<file path="src/rtl/uart_tx_arbiter.sv">
// Round-robin arbiter sharing one UART transmitter among byte producers.
// Packets hold the transmitter until Last or until the hold timer expires.
module uart_tx_arbiter #(
    parameter int NUM_REQ      = 4,
    parameter int DATA_BITS    = 8,
    parameter int HOLD_TIMEOUT = 1024
) (
    input  logic                         Clock,
    input  logic                         ResetN,
    input  logic [NUM_REQ-1:0]           ReqValid,
    input  logic [NUM_REQ*DATA_BITS-1:0] ReqData,
    input  logic [NUM_REQ-1:0]           ReqLast,
    output logic [NUM_REQ-1:0]           ReqReady,
    output logic                         TxStart,
    output logic [DATA_BITS-1:0]         DataOut,
    input  logic                         TxReady,
    output logic [NUM_REQ-1:0]           Grant,
    output logic                         Busy
);

    localparam int PW = (NUM_REQ > 1) ? $clog2(NUM_REQ) : 1;
    localparam int TW = (HOLD_TIMEOUT > 2) ? $clog2(HOLD_TIMEOUT) : 1;

    typedef enum logic [1:0] {ARB, START, WAIT, HOLD} state_t;

    state_t          state;
    state_t          stateNext;
    logic [PW-1:0]   pointer;
    logic [PW-1:0]   owner;
    logic [PW-1:0]   winIdx;
    logic [PW-1:0]   scanIdx;
    logic [PW-1:0]   acceptIdx;
    logic            winFound;
    logic            accept;
    logic            unlock;
    logic            timerClr;
    logic            timerInc;
    logic            lastReg;
    logic [TW-1:0]   holdTimer;

    // First valid requester at or after the pointer, wrapping around.
    always_comb begin
        winFound = 1'b0;
        winIdx   = '0;
        scanIdx  = '0;
        for (int k = 0; k < NUM_REQ; k++) begin
            scanIdx = PW'((int'(pointer) + k) % NUM_REQ);
            if (!winFound && ReqValid[scanIdx]) begin
                winFound = 1'b1;
                winIdx   = scanIdx;
            end
        end
    end

    always_ff @(posedge Clock) begin
        if (!ResetN) begin
            state <= ARB;
        end else begin
            state <= stateNext;
        end
    end

    always_comb begin
        stateNext = state;
        accept    = 1'b0;
        acceptIdx = owner;
        unlock    = 1'b0;
        timerClr  = 1'b0;
        timerInc  = 1'b0;
        unique case (state)
            ARB: begin
                if (winFound) begin
                    accept    = 1'b1;
                    acceptIdx = winIdx;
                    stateNext = START;
                end
            end
            START: stateNext = WAIT;
            WAIT: begin
                if (TxReady) begin
                    if (lastReg) begin
                        unlock    = 1'b1;
                        stateNext = ARB;
                    end else begin
                        timerClr  = 1'b1;
                        stateNext = HOLD;
                    end
                end
            end
            HOLD: begin
                if (ReqValid[owner]) begin
                    accept    = 1'b1;
                    timerClr  = 1'b1;
                    stateNext = START;
                end else if (holdTimer == TW'(HOLD_TIMEOUT - 1)) begin
                    unlock    = 1'b1;
                    stateNext = ARB;
                end else begin
                    timerInc  = 1'b1;
                end
            end
            default: stateNext = ARB;
        endcase
    end

    always_comb begin
        ReqReady = '0;
        if (accept && ResetN) begin
            ReqReady[acceptIdx] = 1'b1;
        end
    end

    always_ff @(posedge Clock) begin
        if (!ResetN) begin
            pointer   <= '0;
            owner     <= '0;
            Grant     <= '0;
            DataOut   <= '0;
            lastReg   <= 1'b0;
            holdTimer <= '0;
        end else begin
            if (accept) begin
                DataOut <= ReqData[acceptIdx*DATA_BITS +: DATA_BITS];
                lastReg <= ReqLast[acceptIdx];
                owner   <= acceptIdx;
                Grant   <= NUM_REQ'(1) << acceptIdx;
            end
            if (unlock) begin
                pointer <= (owner == PW'(NUM_REQ - 1)) ? '0 : owner + 1'b1;
                Grant   <= '0;
            end
            if (timerClr) begin
                holdTimer <= '0;
            end else if (timerInc) begin
                holdTimer <= holdTimer + 1'b1;
            end
        end
    end

    assign TxStart = (state == START);
    assign Busy    = (state != ARB);

endmodule

</file>
<file path="config.mk">
export PLATFORM = sky130hd
export DESIGN_NAME = uart_tx_arbiter
export DESIGN_NICKNAME = d
export VERILOG_FILES = /design/src/rtl/uart_tx_arbiter.sv
export SDC_FILE = /design/constraint.sdc
export NUM_CORES = 1
export LEC_CHECK = 0
export CAP_MARGIN = 0
export CORE_MARGIN = 5
export CORE_UTILIZATION = 45
export CTS_CLUSTER_DIAMETER = 80
export CTS_CLUSTER_SIZE = 20
export DETAILED_ROUTE_END_ITERATION = 7
export PLACE_DENSITY = 0.79
export SYNTH_ARGS = -nofsm -noshare
export SYNTH_HDL_FRONTEND = slang
export SYNTH_SLANG_ARGS = --single-unit
</file>
<file path="constraint.sdc">
create_clock -name Clock -period 3.5 [get_ports Clock]
set_input_delay 0.7 -clock Clock [delete_from_list [all_inputs] [get_ports Clock]]
set_output_delay 0.7 -clock Clock [all_outputs]
set_load 0.005 [all_outputs]
</file>
==> results.ini <==
[status]
run_status = completed

[logic_synthesis]
area_leaders = dfxtp_1 (32%), mux2i_1 (11%), ha_1 (4.9%)
synth_flops = 29
ys_cells = 209
post_synth_ao_oa_area_fraction_pct = 20.5
synth_nets = 259
postSynthSeqShare_pct = 32.3
post_synth_fa_ha_maj_area_fraction_pct = 4.87
avgSynthCellArea_um2 = 8.60
synthMuxAreaShare_pct = 13.2
netlist.area_leader.share_pct = 32.3
post_synth_xor_area_fraction_pct = 3.41
yosysWarnings = 0
ys.flop_type = dfxtp_1
simple_gate_share_pct = 20.4
async_flop_share_pct = 0
synth.largest_area_cell = dfxtp_1
edf_count = 0
synthMostInstantiatedCell = dfxtp_1
synth.cell_area_um2 = 1800
ys_chip_area_um2 = 1800
synth_cell_types = 46
netlist_top_cells_count = dfxtp_1 (29), nand2_1 (21), mux2i_1 (20)

[floorplan]
num_rows = 23
nWellTaps = 50
die_w_um = 73.2
dieHeight_um = 73.2
top_level_ports = 61
core_box_area_um2 = 3940
initCoreUtil_pct = 45.6

[cells_and_area]
fin_area_um2 = 2630
layout.core_utilization_pct = 66.8
largest-register = holdTimer
antenna_diode_count = 0
sh_seq_area_pct = 22.0
layout.clock.cell_area_share_pct = 4.42
layout.cells.most_common_list = clkdlybuf4s50_1 (54), dfxtp_1 (29), nand2_1 (21), mux2i_1 (20), nor2_1 (18)
nNonClkBuffers = 73
fillers = 309
nNetsFinal = 332
signal_buffer_area_fraction_pct = 26.4
final_layout_size_suffix_gt1_share_pct = 11.3
comb-cell-share_pct = 43.2
biggestRegsByFlops = holdTimer (10), DataOut (8), Grant (4)
layout.area.comb_um2 = 1140
non_clock_inverters = 11
seqCellArea_um2 = 581
largest_reg_flops = 10
layoutNonFillerInstCount = 333

[job]
warnings = 30
drv.max_cap_violation_count = 0

[sta]
worst_hold_slack_ns = 0.464
fmax_ghz = 0.296
timing.slew.headroom_pct = 36.9
finClkSkew_ns = 0.00548
finalSetupTns_ns = 0
timing.final.setup_violations = 0
slew_viols_final = 0
period_used_pct = 96.5
final_period_minus_worst_setup_slack_ns = 3.38
worst_slack_ns = 0.124
hold_violations = 0

[worst_setup_path]
cp-endpoint = ReqReady[1]
critPathMaxStageDelay_ns = 0.54
r2r_setup_slk_ns = 1.21
reg2regPathDepth = 5
crit_buf_inv = 3
rr_endpoint = DataOut[4]
cpMaxStageDelayCell = or4_1
worst_r2r_startpoint = owner[0]
critical_path.cell_chain = dlygate4sd2_1, buf_4, nand2b_1, a21oi_1, or4_1, a21oi_2, nand2_1, nor2_1, clkdlybuf4s50_1
timing.critical_path.from = ReqValid[2]
critPathArrivalTime_ns = 2.68
setup.worst_path.end_class = primary output
cp.depth = 9
cell_family_with_most_cp_delay = buffers and inverters
crit_type = primary input to primary output

[routing]
vias = 1815
drc = 0
dr_wl_met2_mm = 2.37
met1_routed_length_mm = 2.04
met3_wirelength_um = 396
firstDrtPassIters = 4
avgRoutedWirePerCell_um = 14.6
wl_mm = 4.87
detail-route-antenna-nets = 0
top_layer = met4

[global_route]
busiest_grt_layer = met2
grt_util_met3_pct = 7.02
grt_first_pass_wirelength_mm = 7.94
antenna_found_initial = 0
maximum_number_of_pins_on_one_net_before_global_route_repair = 19
number_of_global_route_vias_before_repair = 1737
grt_overflow_total = 0
met2_usage_grt_pct = 31.8
grt_usage_pct = 18.9
met1_usage_pct = 22.0

[power]
power.sequential.fraction_pct = 28.9
pg_clk_mw = 0.361
power_mw = 1.57
power.group.top = combinational logic
ir_worst_vdd_v = 0.000365
total_switching_power_mw = 0.551
p_seq_mw = 0.452
p_leak_nw = 1.04
sw_frac_of_total_pct = 35.2
pwr_density_cell_nw_per_um2 = 595
comb_cell_power_mw = 0.753

[placement]
postPlaceCellArea_um2 = 2500
numPortBuffers = 60
pre_cts_ws_ns = -0.192
place.gp.congestion = 0.918
post-place-cells = 325

[cts]
cts_buffer_depth = 2
tritoncts.num_buffers = 5
cts-htree-levels = 2
tritoncts = yes
cts_hold_repair.buffers = 0
clock_transition_at_the_register_clock_pins_on_the_worst_setup_and_hold_paths_after_cts_ns = 0.06
cts_repair_resize_count = 6
postCtsSetupBuffers = 0

[hold_path]
hold_path_depth = 2
min_path_type = flip-flop to flip-flop
launch_point_of_the_worst_hold_path = Grant[0]
timing.hold.worst_endpoint = Grant[0]

==> images/clock_map.png <==
Scale bar: 20 um.
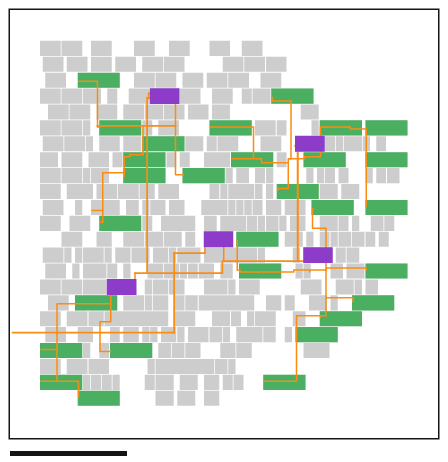
- purple: cells driving clock nets (count 5)
- green: flip-flops (count 29)
- orange: clock wires (length 418 um)
- routed clock nets: 6

==> images/cell_classes.png <==
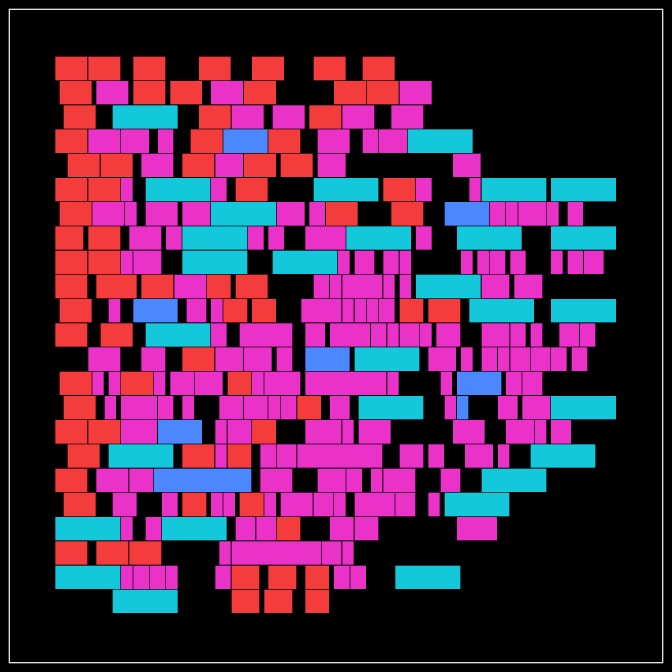
- blue: clock drivers and dummy loads (cells 8)
- red: other buffers and delay cells (cells 73)
- magenta: all other logic (cells 173)
- cyan: flip-flops (cells 29)

==> images/registers.png <==
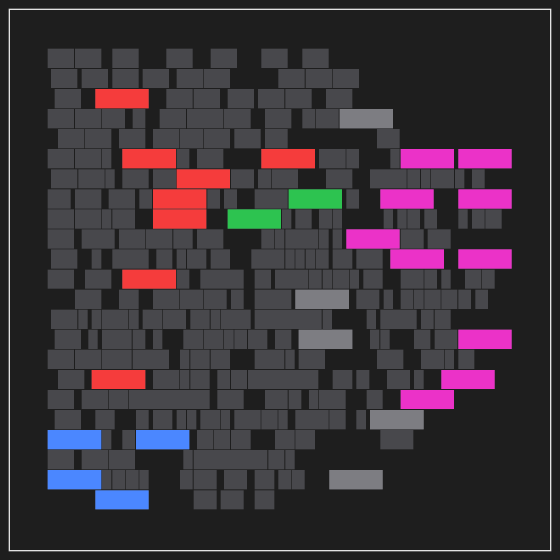
- magenta: `holdTimer` (flops 10)
- green: `state` (flops 2)
- blue: `Grant` (flops 4; where bottom left)
- red: `DataOut` (flops 8)
- not colored: 5

==> images/final_clocks.png <==
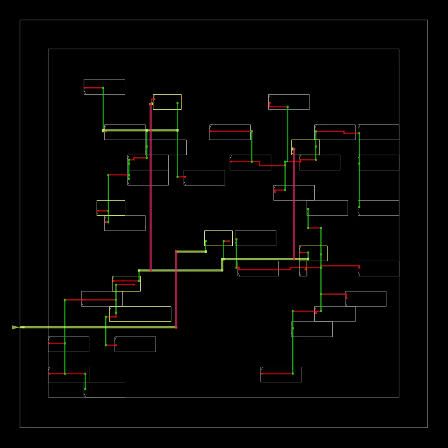
number of sequential cells in the layout: 29
Clock Buffer Count: 7
number of clock sinks seen by CTS: 29
insertion delay of the later-clocked pin in the worst-skew pair: 0.28 ns

